$ cat src/rtl/softmax_pkg.sv
// Shared fixed-point definitions for the softmax forward and backward blocks.
package softmax_pkg;

  localparam int FXP_IL   = 4;
  localparam int FXP_FL   = 16;
  localparam int FXP_W    = FXP_IL + FXP_FL;
  localparam int SAT_IN_W = 64;

  typedef logic signed [FXP_W-1:0] fxp_t;

  typedef struct packed {
    fxp_t value;
    logic ovf;
  } sat_t;

  typedef enum logic {LOAD, DRAIN} state_t;

  localparam logic signed [SAT_IN_W-1:0] FXP_MAX = (64'sd1 <<< (FXP_W - 1)) - 64'sd1;
  localparam logic signed [SAT_IN_W-1:0] FXP_MIN = -(64'sd1 <<< (FXP_W - 1));

  // Clamp a wide signed value into fxp_t; ovf flags that the clamp changed it.
  function automatic sat_t sat_w(input logic signed [SAT_IN_W-1:0] value);
    sat_t r;
    r.value = value[FXP_W-1:0];
    r.ovf   = 1'b0;
    if (value > FXP_MAX) begin
      r.value = FXP_MAX[FXP_W-1:0];
      r.ovf   = 1'b1;
    end else if (value < FXP_MIN) begin
      r.value = FXP_MIN[FXP_W-1:0];
      r.ovf   = 1'b1;
    end
    return r;
  endfunction

endpackage

$ cat src/rtl/fxp_mul_shift_sat.sv
// Signed multiply, arithmetic (floor) shift right by SHIFT, clamp to fxp_t.
// With b tied to 1 it doubles as a plain shift-and-saturate of a wide value.
module fxp_mul_shift_sat
  import softmax_pkg::*;
#(
  parameter int AW    = FXP_W,
  parameter int BW    = FXP_W + 1,
  parameter int SHIFT = FXP_FL
) (
  input  logic signed [AW-1:0] a,
  input  logic signed [BW-1:0] b,
  output fxp_t                 result,
  output logic                 ovf
);

  // Full product width; must stay within the 64-bit saturation input.
  localparam int PW = AW + BW;

  logic signed [PW-1:0] a_ext;
  logic signed [PW-1:0] b_ext;
  logic signed [PW-1:0] prod;
  logic signed [PW-1:0] shifted;
  sat_t                 clamp;

  assign a_ext   = PW'(a);
  assign b_ext   = PW'(b);
  assign prod    = a_ext * b_ext;
  assign shifted = prod >>> SHIFT;
  assign clamp   = sat_w(SAT_IN_W'(shifted));
  assign result  = clamp.value;
  assign ovf     = clamp.ovf;

endmodule

$ cat src/rtl/softmax_backward.sv
// Streaming softmax gradient: buffers one row of (y, dy), forms dot = sum y*dy,
// then streams dx_i = y_i * (dy_i - dot), one element per cycle.
//
// state | meaning
// LOAD  | accepting y/dy pairs into the row buffers, accumulating y*dy
// DRAIN | emitting dx for each buffered element; input side stalled
module softmax_backward
  import softmax_pkg::*;
#(
  parameter int IL   = FXP_IL,
  parameter int FL   = FXP_FL,
  parameter int SIZE = 16
) (
  input  logic                     clk,
  input  logic                     reset,
  input  logic                     in_valid,
  output logic                     in_ready,
  input  logic signed [IL+FL-1:0]  in_y,
  input  logic signed [IL+FL-1:0]  in_dy,
  output logic                     out_valid,
  input  logic                     out_ready,
  output logic signed [IL+FL-1:0]  out_dx,
  output logic                     out_last,
  output logic                     sat
);

  localparam int W    = IL + FL;
  localparam int PW2  = 2 * W;
  localparam int DW   = W + 1;
  localparam int IW   = $clog2(SIZE);
  localparam int ACCW = 2 * W + $clog2(SIZE);
  localparam int LAST = SIZE - 1;

  logic signed [W-1:0]    y_buf  [SIZE];
  logic signed [W-1:0]    dy_buf [SIZE];
  state_t                 state, next_state;
  logic [IW-1:0]          idx;
  logic signed [ACCW-1:0] acc;
  logic signed [ACCW-1:0] acc_sum;
  logic signed [PW2-1:0]  prod_in;
  logic signed [DW-1:0]   diff;
  fxp_t                   dot, dot_sat, dx_val;
  logic                   dot_ovf, dx_ovf;
  logic                   at_last, in_hs, out_hs;

  assign prod_in = PW2'(in_y) * PW2'(in_dy);
  assign acc_sum = acc + ACCW'(prod_in);
  assign at_last = (idx == IW'(LAST));
  assign diff    = DW'(dy_buf[idx]) - DW'(dot);
  assign in_hs   = in_valid && in_ready;
  assign out_hs  = out_valid && out_ready;

  // The last product is folded in here so dot is ready on the final load edge.
  fxp_mul_shift_sat #(.AW(ACCW), .BW(2), .SHIFT(FL)) u_dot_clamp (
    .a      (acc_sum),
    .b      (2'sb01),
    .result (dot_sat),
    .ovf    (dot_ovf)
  );

  fxp_mul_shift_sat #(.AW(W), .BW(DW), .SHIFT(FL)) u_dx (
    .a      (y_buf[idx]),
    .b      (diff),
    .result (dx_val),
    .ovf    (dx_ovf)
  );

  assign out_last = out_valid && at_last;
  assign out_dx   = out_valid ? dx_val : '0;

  // State register.
  always_ff @(posedge clk) begin
    if (reset) state <= LOAD;
    else       state <= next_state;
  end

  // Next-state and handshake outputs.
  always_comb begin
    next_state = state;
    in_ready   = 1'b0;
    out_valid  = 1'b0;
    unique case (state)
      LOAD: begin
        in_ready = 1'b1;
        if (in_valid && at_last) next_state = DRAIN;
      end
      DRAIN: begin
        out_valid = 1'b1;
        if (out_ready && at_last) next_state = LOAD;
      end
    endcase
  end

  // Row buffers; contents are only read after a complete row, so no reset.
  always_ff @(posedge clk) begin
    if (in_hs) begin
      y_buf[idx]  <= in_y;
      dy_buf[idx] <= in_dy;
    end
  end

  // Index, accumulator, dot register and sticky saturation flag.
  always_ff @(posedge clk) begin
    if (reset) begin
      idx <= '0;
      acc <= '0;
      dot <= '0;
      sat <= 1'b0;
    end else begin
      if (in_hs || out_hs) idx <= at_last ? '0 : idx + IW'(1);
      if (in_hs) begin
        if (at_last) begin
          acc <= '0;
          dot <= dot_sat;
        end else begin
          acc <= acc_sum;
        end
      end
      sat <= sat | (in_hs && at_last && dot_ovf) | (out_hs && dx_ovf);
    end
  end

endmodule

$ cat config.mk
export PLATFORM = sky130hd
export DESIGN_NAME = softmax_backward
export DESIGN_NICKNAME = d
export VERILOG_FILES = /design/src/rtl/softmax_pkg.sv /design/src/rtl/fxp_mul_shift_sat.sv /design/src/rtl/softmax_backward.sv
export SDC_FILE = /design/constraint.sdc
export NUM_CORES = 2
export LEC_CHECK = 0
export CELL_PAD_IN_SITES_DETAIL_PLACEMENT = 1
export CELL_PAD_IN_SITES_GLOBAL_PLACEMENT = 2
export CORE_MARGIN = 2
export CORE_UTILIZATION = 39
export DETAILED_ROUTE_END_ITERATION = 10
export PLACE_DENSITY_LB_ADDON = 0.1
export SETUP_SLACK_MARGIN = 0.1
export SYNTH_ARGS = -nofsm -noshare
export SYNTH_HDL_FRONTEND = slang
export SYNTH_HIERARCHICAL = 1
export SYNTH_SLANG_ARGS = --single-unit
$ cat constraint.sdc
create_clock -name clk -period 13.5 [get_ports clk]
set_input_delay 2.7 -clock clk [delete_from_list [all_inputs] [get_ports clk]]
set_output_delay 2.7 -clock clk [all_outputs]
set_load 0.01 [all_outputs]
==> images/layer_met1.png <==
Cells faint in the background.
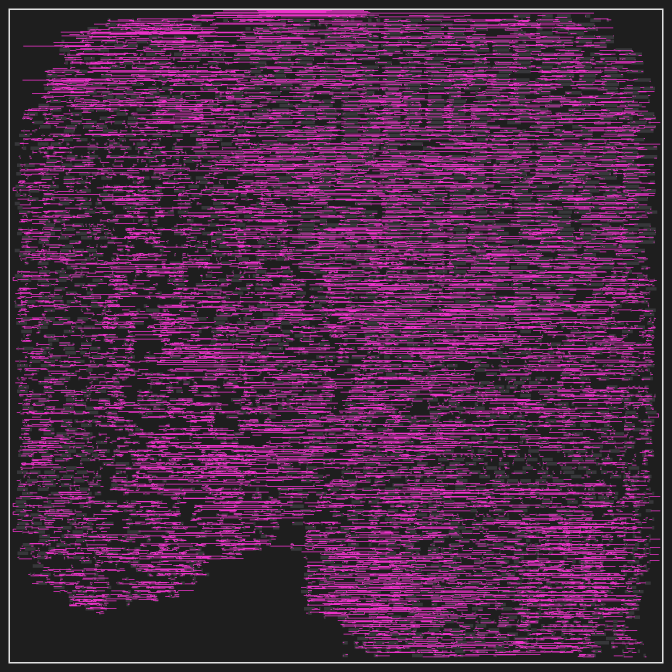
The wires run mostly horizontal. The longest straight run is 243 µm. The layer holds 42% of the routed length. 7106 nets have wire on it.
WL final: 200000 µm
GRT met1 Usage: 30.3%
Vias: 43200

==> images/layer_met2.png <==
The bar under the picture is 100 µm long.
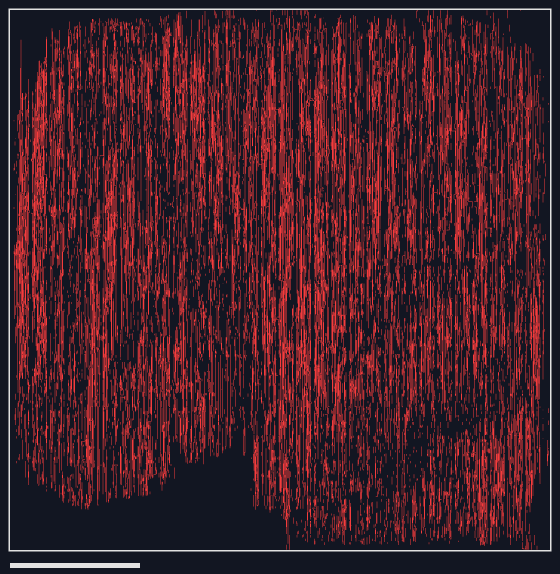
The layer holds 53% of the routed length. The layer carries 106 mm of wire. The longest straight run is 189 µm. 6728 nets have wire on it. The wires run mostly vertical.

==> images/layer_met3.png <==
The bar under the picture is 100 µm long.
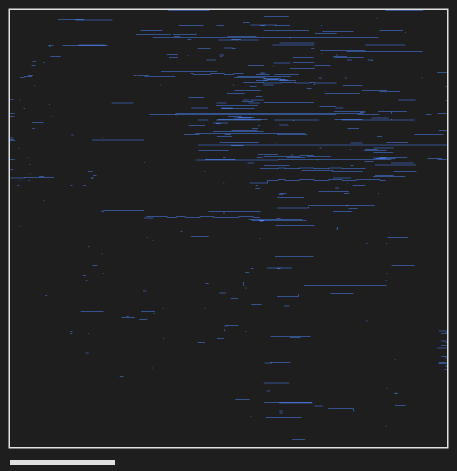
189 nets have wire on it. The layer holds 3.0% of the routed length. The layer carries 6050 µm of wire. The wires run mostly horizontal.

==> images/layer_met4.png <==
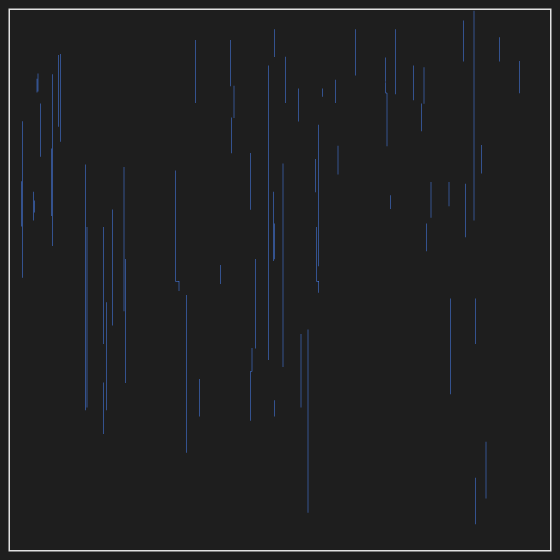
The longest straight run is 226 µm. The layer holds 1.9% of the routed length. The wires run mostly vertical.

==> images/clocks.png <==
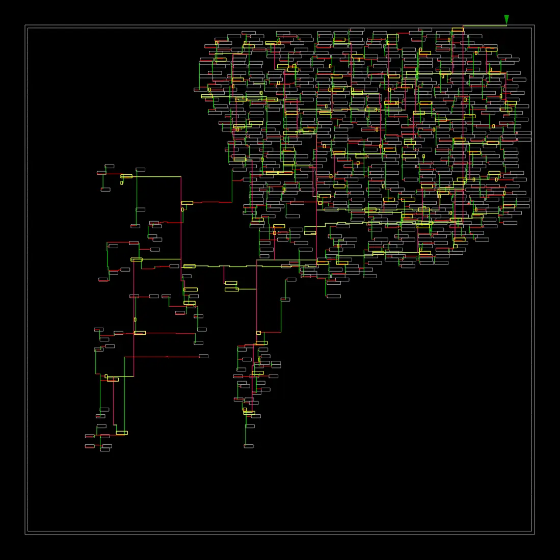
FF+latch count: 714
Late-Pin Clk Latency: 0.68 ns
Num CTS Buffers: 79

==> impl_metrics.json <==
{
  "status": "finished, violations left",
  "violations": "setup timing",
  "synth_xor_xnor_area_share_pct": 1.63,
  "r2r-end": "sat",
  "syn_to_final_growth_pct": 15.9,
  "fin_ws_ns": -0.238,
  "path_max_fanout": 9,
  "hold_depth": 2,
  "fa_ha_area_share_pct": 35.0,
  "viasPerCell": 5.11,
  "lay_top_cells": "inv_1, fa_1, edfxtp_1, nand2_1, and2_1",
  "r2r_cells": 41,
  "cp_common_cell": "fa_1",
  "met1_length_um": 84300,
  "postCtsHoldBufs": 0,
  "ys.flops": 714,
  "drtPass1Iterations": 5,
  "yosys.stat.seqShare_pct": 31.3,
  "setup.worst_path.end_class": "primary output",
  "finalSetupViolations": 20,
  "fin_tns_setup_ns": -3.34,
  "drt_iter0_drc": 2491,
  "ys_cells": 5812,
  "cts-root-buf": "clkbuf_16",
  "highest_layer": "met4",
  "slew_headroom_pct": 20.9,
  "max-clock-path-buffers": 3,
  "clk_pin_slew_ns": 0.07,
  "dieWidth_um": 416,
  "tritoncts": "yes",
  "fin_crit_sh_pct": 102,
  "mux_share_pct": 6.95,
  "ys_area_um2": 66200,
  "syn_inst": 5812,
  "met2_length_um": 106000,
  "wl_per_cell_um": 23.7,
  "antenna_found_initial": 8,
  "grt_max_degree": 51,
  "wl_met3_um": 6050,
  "netlist_area_um2": 66200,
  "cpMaxStageDelayCell": "fa_1",
  "flop_cell": "edfxtp_1",
  "hold_viol": 0,
  "hold_ws_ns": 0.458,
  "worst_pin_slew_ns": 1.18,
  "antenna_left": 0,
  "gr-usage-all-layers_pct": 23.5,
  "max_stage_delay_ns": 0.62,
  "dieArea_um2": 173000,
  "dpl_worst_slack_ns": -0.692,
  "yosys_warnings": 6,
  "aoi_share_pct": 5.50,
  "async_flop_share_pct": 0,
  "lay_top_count": "inv_1",
  "clock_sinks": 714,
  "min_to": "dot[12]",
  "tool_warnings": 34,
  "drive_gt1_share_pct": 17.8,
  "die_y_um": 416,
  "hold_path.class": "reg2reg",
  "min-delay-start": "dot[12]",
  "edf_count": 640,
  "logic_family": "adder cells",
  "nNetsFinal": 7512,
  "ios": 68,
  "max_freq_ghz": 0.0728,
  "synth.distinct_cells": 100,
  "drc": 0,
  "critPathLaunchType": "flop",
  "rsz0062_at_grt": "yes",
  "ys_sh_simple_pct": 10.8,
  "avgSynthCellArea_um2": 11.4,
  "criticalPathCategory": "reg2out",
  "fin_crit_ns": 13.74,
  "htreeDepth": 3,
  "fp-utilization_pct": 39.2,
  "crit_required_ns": 10.80,
  "core_um2": 169000,
  "globalplace.congestion": 0.831,
  "grt_pass1_vias": 48700,
  "dp_hpwl_um": 152000,
  "port_buffers": 67,
  "grt_pass1_wl_um": 306000,
  "clock_skew_ns": 0.0445,
  "arrival_ns": 11.04,
  "drv_slew": 0,
  "grt_remaining_overflow": 0,
  "crit_end": "out_dx[18]",
  "r2r_setup_slack_ns": 2.42,
  "rows": 151,
  "drv_cap": 0
}
## final cells by class
cell class              instances  area (µm²)
well taps                    2218        2780
flip-flops and latches        714       20700
clock buffers                 105        2100
fillers                     18100       92200
diodes                          6        15.0
multi-input cells            3572       40900
repair buffers                561        5070
clock inverters                37         403
inverters                    1252        4700
## timing repair
item                       in CTS  in global routing
cloned                          6                  1
setup endpoints to repair      20                 20
hold endpoints to repair        0                  0
gates resized                 296                 82
setup buffers                  53                 25
pin swaps                     121                 86
## state kept, by name (all words and copies together), names as in the netlist, named ones only
| name | cells |
|---|---|
| acc | 44 |
| dot | 20 |
| dy_buf | 320 |
| idx | 4 |
| sat | 1 |
| state | 1 |
| y_buf | 320 |
## cells in the mapped netlist (6+ instances only)
| library cell | instances | area (µm²) |
|---|---|---|
| nand4_1 | 40 | 250 |
| nand2_1 | 526 | 1970 |
| buf_2 | 26 | 130 |
| nor3b_1 | 8 | 60.1 |
| o21bai_1 | 15 | 113 |
| a22oi_1 | 19 | 143 |
| nand3_1 | 45 | 225 |
| xnor2_1 | 80 | 701 |
| o21ai_0 | 91 | 455 |
| buf_1 | 16 | 60.1 |
| dfxtp_1 | 74 | 1480 |
| a21oi_2 | 17 | 149 |
| mux4_2 | 200 | 4500 |
| mux2i_1 | 7 | 70.1 |
| inv_1 | 1250 | 4690 |
| o21ai_1 | 23 | 115 |
| nor4_1 | 7 | 43.8 |
| edfxtp_1 | 640 | 19200 |
| nor2_1 | 126 | 473 |
| fa_1 | 936 | 18700 |
| o31ai_1 | 11 | 82.6 |
| and4_1 | 6 | 52.6 |
| a31oi_1 | 9 | 56.3 |
| nor2b_1 | 52 | 325 |
| o211ai_1 | 17 | 128 |
| nor3_1 | 36 | 180 |
| clkbuf_1 | 223 | 837 |
| and3_1 | 13 | 81.3 |
| and2_1 | 491 | 3070 |
| a21o_1 | 39 | 293 |
| xor2_1 | 38 | 333 |
| a21oi_1 | 170 | 851 |
| o21a_1 | 20 | 150 |
| or3_1 | 8 | 50.1 |
| buf_6 | 10 | 113 |
| a22o_1 | 19 | 166 |
| a211oi_1 | 16 | 120 |
| ha_1 | 352 | 4400 |
| nand2b_1 | 18 | 113 |
| o22ai_1 | 6 | 37.5 |
## through the flow
step | util, % | instance area [µm²] | instances
2_1_floorplan | - | 66200 | 5818
3_3_place_gp | 42.7 | 72000 | 8233
3_5_place_dp | 42.7 | 72000 | 8233
4_1_cts | 45.0 | 76100 | 8433
5_1_grt | 45.4 | 76700 | 8459
6_report | 45.4 | 76700 | 8465
## metal layers
layer | vias up | global-route usage (%)
li1 | 19400 | -
met1 | 23100 | 30.3
met2 | 600 | 43.2
met3 | 155 | 1.91
met4 | 0 | 4.28
met5 | - | 0
## worst max-delay path, delay by kind of cell (launching register included)
family	cells	cell delay, ns
xor gates and xnor gates	1	0.12
AOI/OAI and AO/OA	7	1.43
buffers and inverters	12	1.45
DFF	1	0.41
adders and majority gates	9	4.24
muxes	2	1.02
and+or+nand+nor	10	1.68
